Fig. 1: the metal 1 layer
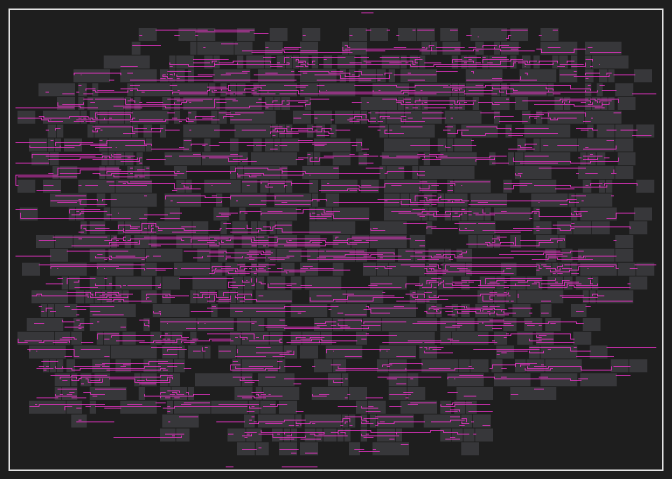
Fig. 2: met2 routing
Scale bar: 50 um.
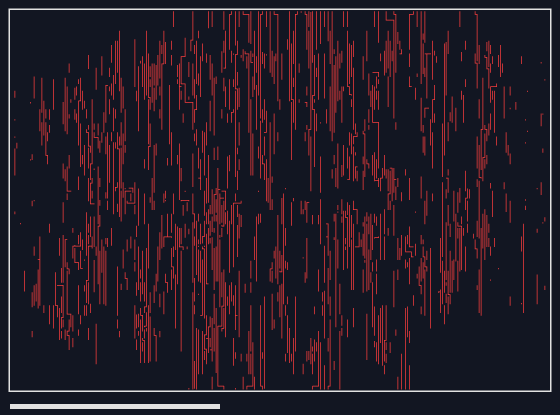
Fig. 3: signal wires on met3
Scale bar: 50 um.
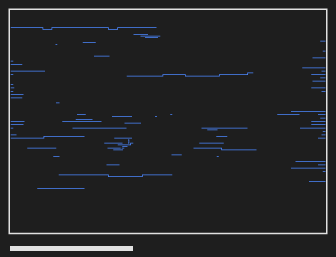
Fig. 4: metal 4
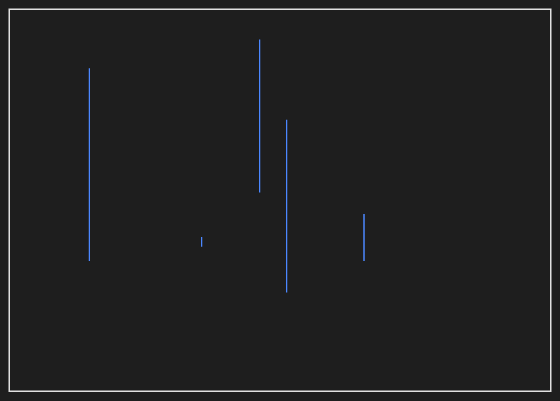
Fig. 5: clock nets
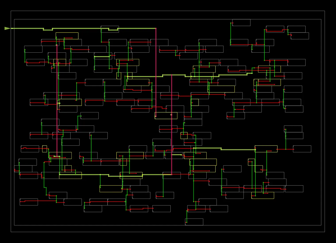
File: config.mk
export PLATFORM = sky130hd
export DESIGN_NAME = uart_vector_loader
export DESIGN_NICKNAME = d
export VERILOG_FILES = /design/src/rtl/uart_vector_loader_pkg.sv /design/src/rtl/uart_vector_loader_vector_word_assembler.sv /design/src/rtl/uart_vector_loader.sv
export SDC_FILE = /design/constraint.sdc
export NUM_CORES = 1
export LEC_CHECK = 0
export CAP_MARGIN = 20
export CORE_ASPECT_RATIO = 0.7
export CORE_UTILIZATION = 45
export CTS_CLUSTER_DIAMETER = 120
export DETAILED_ROUTE_END_ITERATION = 6
export HOLD_SLACK_MARGIN = 0.15
export PLACE_DENSITY = 0.71
export SYNTH_ARGS = -nofsm -noshare
export SYNTH_HDL_FRONTEND = slang
export SYNTH_SLANG_ARGS = --single-unit
File: constraint.sdc
create_clock -name clk -period 3.61 [get_ports clk]
set_input_delay 0.722 -clock clk [delete_from_list [all_inputs] [get_ports clk]]
set_output_delay 0.722 -clock clk [all_outputs]
set_load 0.02 [all_outputs]
File: src/rtl/uart_vector_loader_pkg.sv
// Shared definitions for the UART test-vector loader.
//   state_t      : loader FSM states
//   ACK_BYTE     : response byte for an accepted frame
//   NAK_BYTE     : response byte for a rejected or timed-out frame
//   VEC_W        : width of one test-vector word
//   csum_next()  : running frame checksum update
package uart_vector_loader_pkg;

    typedef enum logic [2:0] {
        IDLE  = 3'd0,
        COUNT = 3'd1,
        DATA  = 3'd2,
        CHECK = 3'd3,
        RESP  = 3'd4
    } state_t;

    localparam logic [7:0] ACK_BYTE = 8'h06;
    localparam logic [7:0] NAK_BYTE = 8'h15;

    localparam int VEC_W = 56;

    function automatic logic [7:0] csum_next(input logic [7:0] csum, input logic [7:0] data);
        return csum ^ data;
    endfunction

endpackage

File: src/rtl/uart_vector_loader_vector_word_assembler.sv
// Assembles received bytes into one test-vector word, least significant byte first.
//   clk, rst   : system clock, synchronous active-low reset
//   clear      : restart at byte 0 with an empty word
//   shift_en   : byte_in is the next byte of the current word
//   byte_in    : received data byte
//   word       : assembled word; complete while word_done is high
//   last_byte  : the next shifted byte completes the word
//   word_done  : one-cycle pulse the cycle after the completing byte
module vector_word_assembler
    import uart_vector_loader_pkg::*;
#(
    parameter int WORD_BYTES = 7
) (
    input  logic                    clk,
    input  logic                    rst,
    input  logic                    clear,
    input  logic                    shift_en,
    input  logic [7:0]              byte_in,
    output logic [WORD_BYTES*8-1:0] word,
    output logic                    last_byte,
    output logic                    word_done
);

    localparam int WORD_W = WORD_BYTES * 8;
    localparam int IDX_W  = (WORD_BYTES > 1) ? $clog2(WORD_BYTES) : 1;

    logic [IDX_W-1:0] byte_idx;

    assign last_byte = (byte_idx == IDX_W'(WORD_BYTES - 1));

    always_ff @(posedge clk) begin
        if (!rst) begin
            word      <= '0;
            byte_idx  <= '0;
            word_done <= 1'b0;
        end else begin
            word_done <= 1'b0;
            if (clear) begin
                word     <= '0;
                byte_idx <= '0;
            end else if (shift_en) begin
                // New bytes enter at the top, so the first byte ends up in bits 7:0.
                word <= {byte_in, word[WORD_W-1:8]};
                if (last_byte) begin
                    byte_idx  <= '0;
                    word_done <= 1'b1;
                end else begin
                    byte_idx <= byte_idx + IDX_W'(1);
                end
            end
        end
    end

endmodule

File: src/rtl/uart_vector_loader.sv
// Loads framed test vectors from a UART byte stream into a vector memory.
// Frame: HDR_BYTE, N, N*WORD_BYTES data bytes (LSB first), XOR checksum.
// Each frame is answered with ACK or NAK on the transmit side.
//   clk, rst     : system clock, synchronous active-low reset
//   rx_valid     : one-cycle pulse, rx_byte valid
//   rx_byte      : received byte
//   tx_busy      : transmitter busy, no tx_start while high
//   tx_start     : one-cycle transmit request
//   tx_byte      : response byte, stable from tx_start to the next tx_start
//   mem_we       : one-cycle vector memory write strobe
//   mem_addr     : vector index being written
//   mem_din      : vector word being written
//   load_done    : one-cycle pulse when a frame is accepted
//   instr_count  : vector count of the last accepted frame
//   load_error   : sticky NAK flag, cleared by an accepted frame or reset
module uart_vector_loader
    import uart_vector_loader_pkg::*;
#(
    parameter int         WORD_BYTES     = 7,
    parameter logic [7:0] HDR_BYTE       = 8'hA5,
    parameter int         TIMEOUT_CYCLES = 120000
) (
    input  logic             clk,
    input  logic             rst,
    input  logic             rx_valid,
    input  logic [7:0]       rx_byte,
    input  logic             tx_busy,
    output logic             tx_start,
    output logic [7:0]       tx_byte,
    output logic             mem_we,
    output logic [7:0]       mem_addr,
    output logic [VEC_W-1:0] mem_din,
    output logic             load_done,
    output logic [7:0]       instr_count,
    output logic             load_error
);

    localparam int TO_W = $clog2(TIMEOUT_CYCLES + 1);

    state_t state, state_next;

    logic [7:0]      n_q;
    logic [7:0]      addr_q;
    logic [7:0]      csum_q;
    logic [TO_W-1:0] idle_cnt;
    logic [7:0]      resp_q;
    logic [7:0]      tx_byte_q;
    logic            load_done_q;
    logic            load_error_q;
    logic [7:0]      instr_count_q;

    logic            frame_start;
    logic            data_shift;
    logic            resp_load;
    logic [7:0]      resp_next;
    logic            set_err;
    logic            accept;
    logic            tx_fire;
    logic            timeout;

    logic                    asm_last;
    logic                    word_vld_p1;
    logic [WORD_BYTES*8-1:0] asm_word;

    vector_word_assembler #(
        .WORD_BYTES (WORD_BYTES)
    ) u_asm (
        .clk       (clk),
        .rst       (rst),
        .clear     (frame_start),
        .shift_en  (data_shift),
        .byte_in   (rx_byte),
        .word      (asm_word),
        .last_byte (asm_last),
        .word_done (word_vld_p1)
    );

    // A byte arriving in the expiry cycle wins over the timeout.
    assign timeout = (idle_cnt == TO_W'(TIMEOUT_CYCLES - 1)) && !rx_valid;

    always_ff @(posedge clk) begin
        if (!rst) begin
            state <= IDLE;
        end else begin
            state <= state_next;
        end
    end

    always_comb begin
        state_next  = state;
        frame_start = 1'b0;
        data_shift  = 1'b0;
        resp_load   = 1'b0;
        resp_next   = NAK_BYTE;
        set_err     = 1'b0;
        accept      = 1'b0;
        tx_fire     = 1'b0;
        case (state)
            IDLE: begin
                if (rx_valid && (rx_byte == HDR_BYTE)) begin
                    state_next = COUNT;
                end
            end
            COUNT: begin
                if (rx_valid) begin
                    if (rx_byte == 8'h00) begin
                        resp_load  = 1'b1;
                        set_err    = 1'b1;
                        state_next = RESP;
                    end else begin
                        frame_start = 1'b1;
                        state_next  = DATA;
                    end
                end else if (timeout) begin
                    resp_load  = 1'b1;
                    set_err    = 1'b1;
                    state_next = RESP;
                end
            end
            DATA: begin
                if (rx_valid) begin
                    data_shift = 1'b1;
                    // Earlier words are already written, so addr_q is the index
                    // of the word this byte belongs to. The final write strobe
                    // lands in the first CHECK cycle.
                    if (asm_last && (addr_q == n_q - 8'd1)) begin
                        state_next = CHECK;
                    end
                end else if (timeout) begin
                    resp_load  = 1'b1;
                    set_err    = 1'b1;
                    state_next = RESP;
                end
            end
            CHECK: begin
                if (rx_valid) begin
                    resp_load = 1'b1;
                    if (rx_byte == csum_q) begin
                        accept    = 1'b1;
                        resp_next = ACK_BYTE;
                    end else begin
                        set_err = 1'b1;
                    end
                    state_next = RESP;
                end else if (timeout) begin
                    resp_load  = 1'b1;
                    set_err    = 1'b1;
                    state_next = RESP;
                end
            end
            RESP: begin
                // Gated by rst so a reset in RESP never leaks a transmit request.
                if (!tx_busy && rst) begin
                    tx_fire    = 1'b1;
                    state_next = IDLE;
                end
            end
            default: state_next = IDLE;
        endcase
    end

    always_ff @(posedge clk) begin
        if (!rst) begin
            n_q           <= '0;
            addr_q        <= '0;
            csum_q        <= '0;
            idle_cnt      <= '0;
            resp_q        <= '0;
            tx_byte_q     <= '0;
            load_done_q   <= 1'b0;
            load_error_q  <= 1'b0;
            instr_count_q <= '0;
        end else begin
            load_done_q <= 1'b0;

            if (rx_valid || (state == IDLE) || (state == RESP)) begin
                idle_cnt <= '0;
            end else begin
                idle_cnt <= idle_cnt + TO_W'(1);
            end

            if (frame_start) begin
                n_q    <= rx_byte;
                addr_q <= '0;
                csum_q <= '0;
            end else begin
                if (data_shift) begin
                    csum_q <= csum_next(csum_q, rx_byte);
                end
                if (word_vld_p1) begin
                    addr_q <= addr_q + 8'd1;
                end
            end

            if (resp_load) begin
                resp_q <= resp_next;
            end

            if (set_err) begin
                load_error_q <= 1'b1;
            end else if (accept) begin
                load_error_q  <= 1'b0;
                instr_count_q <= n_q;
                load_done_q   <= 1'b1;
            end

            if (tx_fire) begin
                tx_byte_q <= resp_q;
            end
        end
    end

    // tx_start follows tx_busy combinationally so the request goes out in the
    // first idle cycle; tx_byte switches to the new response in that same cycle.
    assign tx_start    = tx_fire;
    assign tx_byte     = tx_fire ? resp_q : tx_byte_q;
    assign mem_we      = word_vld_p1 && rst;
    assign mem_addr    = addr_q;
    assign mem_din     = asm_word;
    assign load_done   = load_done_q;
    assign load_error  = load_error_q;
    assign instr_count = instr_count_q;

endmodule
==> results_dict.tcl <==
# implementation run metrics
set metrics [dict create \
    outcome "finished, final reports clean" \
    synth_chip_area_um2 5030 \
    synthCells 583 \
    ir_drop_uv 320 \
    crit_chain "clkdlybuf4s50_1, nand4b_1, inv_1, nand2_1, nand2_1, clkdlybuf4s50_1" \
    synth-edff-count 0 \
    io_buffers 95 \
    drive_gt1_frac 0.0729 \
    finalHoldViolCount 0 \
    cts_tree "built" \
    routedWlPerCell_um 13.8 \
    ys_types 44 \
    viasPerCell 5.03 \
    dr_wl_met3_um 591 \
    dr.first_iter.drc_count 270 \
    ff_type "dfxtp_1" \
    drcViolationCount 0 \
    busiest_layer "met2" \
    post-route-period-util 0.841 \
    wl_met2_um 5250 \
    setup_violations 0 \
    die_h_um 90.5 \
    cp-start-kind "input pin" \
    die_w_um 128 \
    grt_pass1_vias 3974 \
    min_path_type "flip-flop to flip-flop" \
    syn_area_um2 5030 \
    cap_viol_max_count 0 \
    ant_nets 0 \
    ys_seq_frac 0.497 \
    fp_util 0.475 \
    firstDrtPassIters 5 \
    worst_pin_slew_ns 0.768 \
    clk_pin_slew_ns 0.06 \
    slowest_stage "clkdlybuf4s50_1" \
    worstReg2RegEnd "state[0]$_SDFFE_PN0P_" \
    syn_nets 598 \
    rrSetupSlack_ns 1.28 \
    wl_um 11500 \
    cp-startpoint "tx_busy" \
    r2r.worst_path.cells 7 \
    worstPathArrival_ns 2.31 \
    leakagePower_nw 2.31 \
    cts_hold_buf 0 \
    ctsResizeCount 0 \
    postSynthAreaPerCell_um2 8.63 \
    gr-total-overflow 0 \
    top_layer "met4" \
    max_slew_margin 0.486 \
    critPathKind "input pin to primary output" \
    fin_util 0.633 \
    ys_sh_simple 0.249 \
    grtUsageMet3 0.0586 \
    fillerInstances 892 \
    powerDensity_nw_per_um2 467 \
    ys_ff 125 \
    die-area_um2 11600 \
    setup_tns_ns 0 \
    period_needed_ns 3.04 \
    core-area_um2 10600 \
    synth.cellmix.compoundShare 0.0882 \
    crit_fanout 4 \
    layout_top_cell "nand2_1" \
    place.gp.congestion 0.824 \
    finalMaxSlewViolations 0 \
    cpPeakStageDelay_ns 0.61 \
    grt_pass1_wl_um 19600 \
    most-common-layout-cells "nand2_1, dfxtp_1, clkdlybuf4s50_1" \
    core.rowCount 31 \
    warnings 26 \
    whs_path_depth 2 \
    grtUsageTotal 0.215 \
    dp_hpwl_um 7900 \
    route.vias.total 4195 \
    grt_max_degree 60 \
    synth-async-reset-ratio 0 \
    insertedDiodeCount 0 \
    synthAdderAreaFrac 0.00746 \
    root_buffer "clkbuf_16" \
    ys_cells 583 \
    ios 96 \
    final_net_count 688 \
    clockBufferDepth 2 \
    mux_area_frac 0.0358 \
    cp-endpoint "tx_byte[0]" \
    synthTopLogicFamily "simple AND/OR/NAND/NOR gates" \
    critical_path_required_ns 2.89 \
    post_cts_buffers 0 \
    antenna_found_initial 0 \
    timing.rr.start "n_q[0]$_SDFFE_PN0P_" \
    syn2layout_area_growth_pct 33.1 \
    grt_setup_unrepaired "no" \
    crit_path_end_kind "primary output" \
    use_met2 0.329 \
    met1Wirelength_um 5510 \
    fmaxAchievable_mhz 329 \
    yosys.area_share.xor_xnor 0.0853 \
    htreeDepth 4 \
    use_met1 0.288 \
    yosys_warnings 0 \
    clock-sinks 125 \
]
-- Fig. 1 (at the start) --
wire length on this layer: 5510 um
main direction: horizontal

-- Fig. 2 (at the start) --
wire length on this layer: 5250 um
main direction: vertical

-- Fig. 3 (at the start) --
wire length on this layer: 592 um
nets with wire on the layer: 65

-- Fig. 4 (at the start) --
share of all routed wire: 1.2%
wire length on this layer: 135 um

-- Fig. 5 (at the start) --
clock skew: 0.00635 ns
# clk buffers: 17
cts bufs inserted: 17
Flops: 125
Clk Latency, worst-skew pair: 0.41 ns

==> final cells by class <==
cell class              instances  area, um^2  share of cell area
repair buffers                106        1050               0.156
flip-flops and latches        125        2500               0.373
multi-input cells             417        2350               0.350
clock buffers                  17         425              0.0635
inverters                       6        22.5             0.00336
clock inverters                15         171              0.0256
well taps                     148         185              0.0276
==> cell usage after synthesis (2+ instances only) <==
cell type | instances | area (um^2)
nor2b_1 | 20 | 125
nand2_1 | 138 | 518
o21ai_0 | 6 | 30.0
nor3_1 | 3 | 15.0
buf_2 | 7 | 35.0
nand4_1 | 10 | 62.6
nor4_2 | 3 | 37.5
buf_6 | 3 | 33.8
nand4b_1 | 2 | 17.5
nor4_1 | 4 | 25.0
a21oi_1 | 62 | 310
mux2i_1 | 18 | 180
nand3b_1 | 2 | 15.0
nand3_1 | 7 | 35.0
inv_1 | 6 | 22.5
a31oi_1 | 3 | 18.8
and2_1 | 10 | 62.6
xnor2_1 | 15 | 131
and3_1 | 9 | 56.3
nand2b_1 | 2 | 12.5
dfxtp_1 | 125 | 2500
and4_1 | 3 | 26.3
ha_1 | 3 | 37.5
nor3b_1 | 3 | 22.5
xor2_1 | 34 | 298
nor2_1 | 45 | 169
clkbuf_1 | 23 | 86.3
==> registers in the layout, summed over array words and instances (netlist names) <==
register	flops
load_error	1
mem_addr	8
u_asm.word	56
idle_cnt	17
u_asm.word_done	1
csum_q	8
state	3
n_q	8
instr_count	8
load_done	1
u_asm.byte_idx	3
tx_byte_q	8
resp_q	3
==> logic make-up after synthesis <==
family | after synthesis
AOI/OAI and AO/OA | 81
muxes | 18
xor gates and xnor gates | 49
and+or+nand+nor | 266
DFF | 125
adders and majority gates | 3
buffers and inverters | 41
==> worst min path at each step <==
stage / slack [ns] / start / endpoint
finish: 0.45 / u_asm.word[4]$_SDFFE_PP0P_ / u_asm.word[4]$_SDFFE_PP0P_
global route: 0.47 / u_asm.word[7]$_SDFFE_PP0P_ / u_asm.word[7]$_SDFFE_PP0P_
CTS: 0.46 / u_asm.word[4]$_SDFFE_PP0P_ / u_asm.word[4]$_SDFFE_PP0P_
detailed placement: 0.45 / u_asm.word[4]$_SDFFE_PP0P_ / u_asm.word[4]$_SDFFE_PP0P_
global placement: 0.44 / idle_cnt[0]$_SDFF_PP0_ / idle_cnt[0]$_SDFF_PP0_
floorplan: 0.43 / idle_cnt[0]$_SDFF_PP0_ / idle_cnt[0]$_SDFF_PP0_
==> critical path: cells and delay by family <==
kind | cells | cell delay [ns]
buf+inv | 3 | 1.20
simple gates | 3 | 0.40
==> power by group <==
| group | leakage [nW] | total (mW) | switching, mW | internal [mW] |
|---|---|---|---|---|
| Clock | 0.285 | 1.69 | 0.614 | 1.08 |
| Combinational | 1.02 | 0.0547 | 0.0327 | 0.0220 |
| Sequential | 1.01 | 1.38 | 0.000207 | 1.38 |
==> per-stage QoR <==
step                      total power, mW  hold WS [ns]  setup WS [ns]  cell area (um^2)  cells
after floorplan                      1.44         0.426           1.23              5030    583
after global placement               1.46         0.440          0.615              6100    801
after detailed placement             1.46         0.447          0.579              6100    802
after CTS                            3.16         0.455          0.574              6700    834
after global routing                 3.23         0.473          0.446              6700    834
final                                3.13         0.452          0.575              6700    834
No activity file was given, so power comes from the tool's default toggle rates.
